Design shake256_digest_drain, sky130hd; sources not shown.
Figure 1. Cell density map.
(0.5 px per um) The die is cut into 29 by 14 equal tiles; white is low, dark blue is high, 0 to 100% covered.
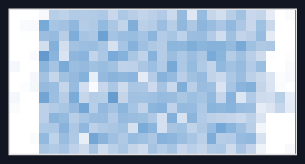
- nearly empty tiles: 14%
- mean over tiles: 28%
- fullest tile: 56%
Initial Util: 0.2531
core footprint: 158,600 um^2
Post-Route Utilization: 0.3085

Figure 2. Routed clock nets over the placement.
(1 px per um)
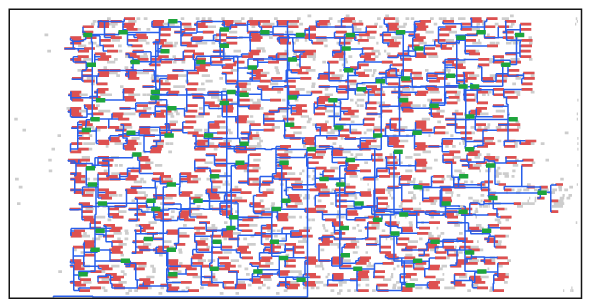
- clock wires: blue (length 14,700 um)
- flip-flops: red (count 1,040)
- clock-net drivers: green (count 105)
- routed clock nets: 106
clk latency late pin: 0.70 ns
clock skew: 0.01688 ns
clock share of power: 0.410
P_clk: 3.96 mW

Figure 3. PDN straps and rails.
(1 px per um) Pins as bars on the die edge.
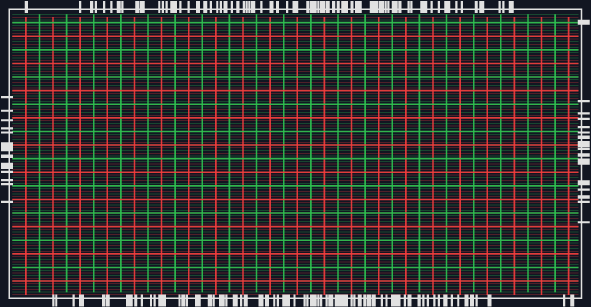
- VSS: red
- VDD: green
- rows: 103
- signal pins: 313
- met5 straps: 20
chip width: 570.8 um
VDD IR max: 130.2 uV
Die H: 287.4 um

Figure 4. Track usage over the die.
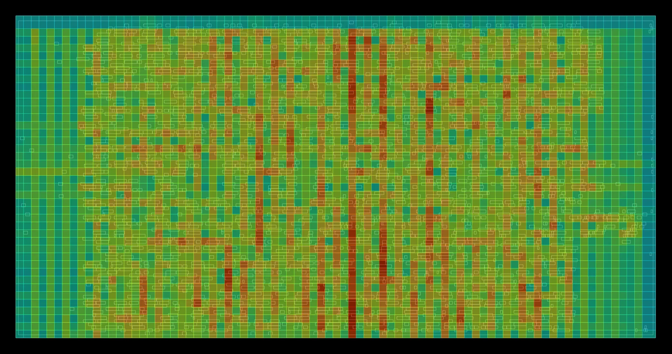
GRT met3 Usage: 0.02714
drt wl/cell: 25.88 um
met1 GRT Util: 0.1924
GRT Total Usage: 0.1356
GRT Max-Usage Layer: met2

Figure 5. Met4 routing.
(1 px per um)
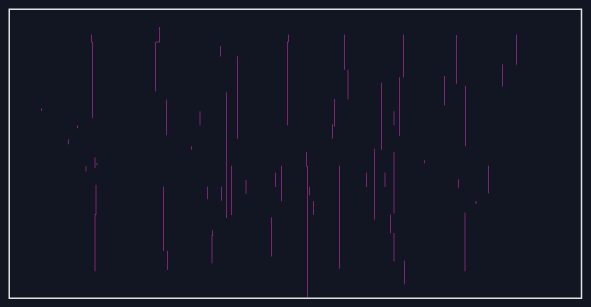
- longest straight run: 131 um
- main direction: vertical
- wire length on this layer: 2,000 um
- share of all routed wire: 1.8%
- nets with wire on the layer: 29
Post-Route WL: 112,200 um
vias: 18,725

==> impl_metrics.tcl <==
# collected from the flow reports
set metrics [dict create \
    rsz0062_at_grt "no" \
    ys_area_um2 40150 \
    non_clock_buffer_area_share 0.06826 \
    met2_wirelength_um 53160 \
    p_seq_mw 5.01 \
    fin_ws_ns 3.509 \
    slew_headroom 0.2975 \
    status "complete, no violations" \
    dpl_cell_area_um2 45510 \
    power_leakage_nw 15.03 \
    cp_max_fo 41 \
    ys.flops 1040 \
    dpl.hpwl_um 65760 \
    fin_setup_tns_ns 0 \
    worstMarginPinSlew_ns 1.054 \
    crit_chain "buf_4 -> mux4_1 -> mux2i_1 -> a221o_1 -> a31oi_1 -> clkdlybuf4s50_1" \
    drtIter0Drc 1310 \
    fin_crit_ns 6.591 \
    nNetsFinal 2369 \
    dpl.cell_count 4142 \
    timing.critical_path.buf_inv 2 \
    ff_latch_area_um2 31080 \
    syn-mean-instance-area_um2 22.85 \
    clock-sinks 1040 \
    n_antenna_cell 2 \
    cp.depth 6 \
    setup_viol 0 \
    synthArstFlopShare 0 \
    top_layer_used "met5" \
    power_density_nw_per_um2 197.7 \
    grt_pass1_wl_um 156000 \
    rr_worst_depth 8 \
    cts_root_buffer "clkbuf_16" \
    ios 313 \
    worstHoldPathCells 2 \
    first_global_vias 19416 \
    top_cells_by_count "edfxtp_1, mux4_2, mux2i_1, a31oi_1" \
    io_buffers 296 \
    clk_share 0.06990 \
    slowest_delay_ns 0.91 \
    drive_gt1_frac 0.2026 \
    enable_flop_cells 1024 \
    cts.reportedPaths.clkPinSlew_ns 0.06 \
    yosys_cells 1757 \
]
-- logic make-up (layout without fill, tap and decap cells) --
family	count (synthesis)	count (layout)	share of synthesized area
AND-OR/OR-AND	168	168	0.03521
buffers and inverters	125	535	0.02063
flip-flops	1040	1040	0.7738
AND/OR/NAND/NOR	51	51	0.006294
other	1	18	0.00009339
multiplexers	354	354	0.1587
adder cells (fa/ha/maj)	11	11	0.003802
XOR/XNOR	7	7	0.001527
-- routing by layer --
| metal | up-vias | track usage |
|---|---|---|
| met4 | 18 | 0.02761 |
| li1 | 8189 | - |
| met3 | 155 | 0.02714 |
| met5 | - | 0 |
| met1 | 10028 | 0.1924 |
| met2 | 335 | 0.2154 |
Power and IR drop assume default switching activity.
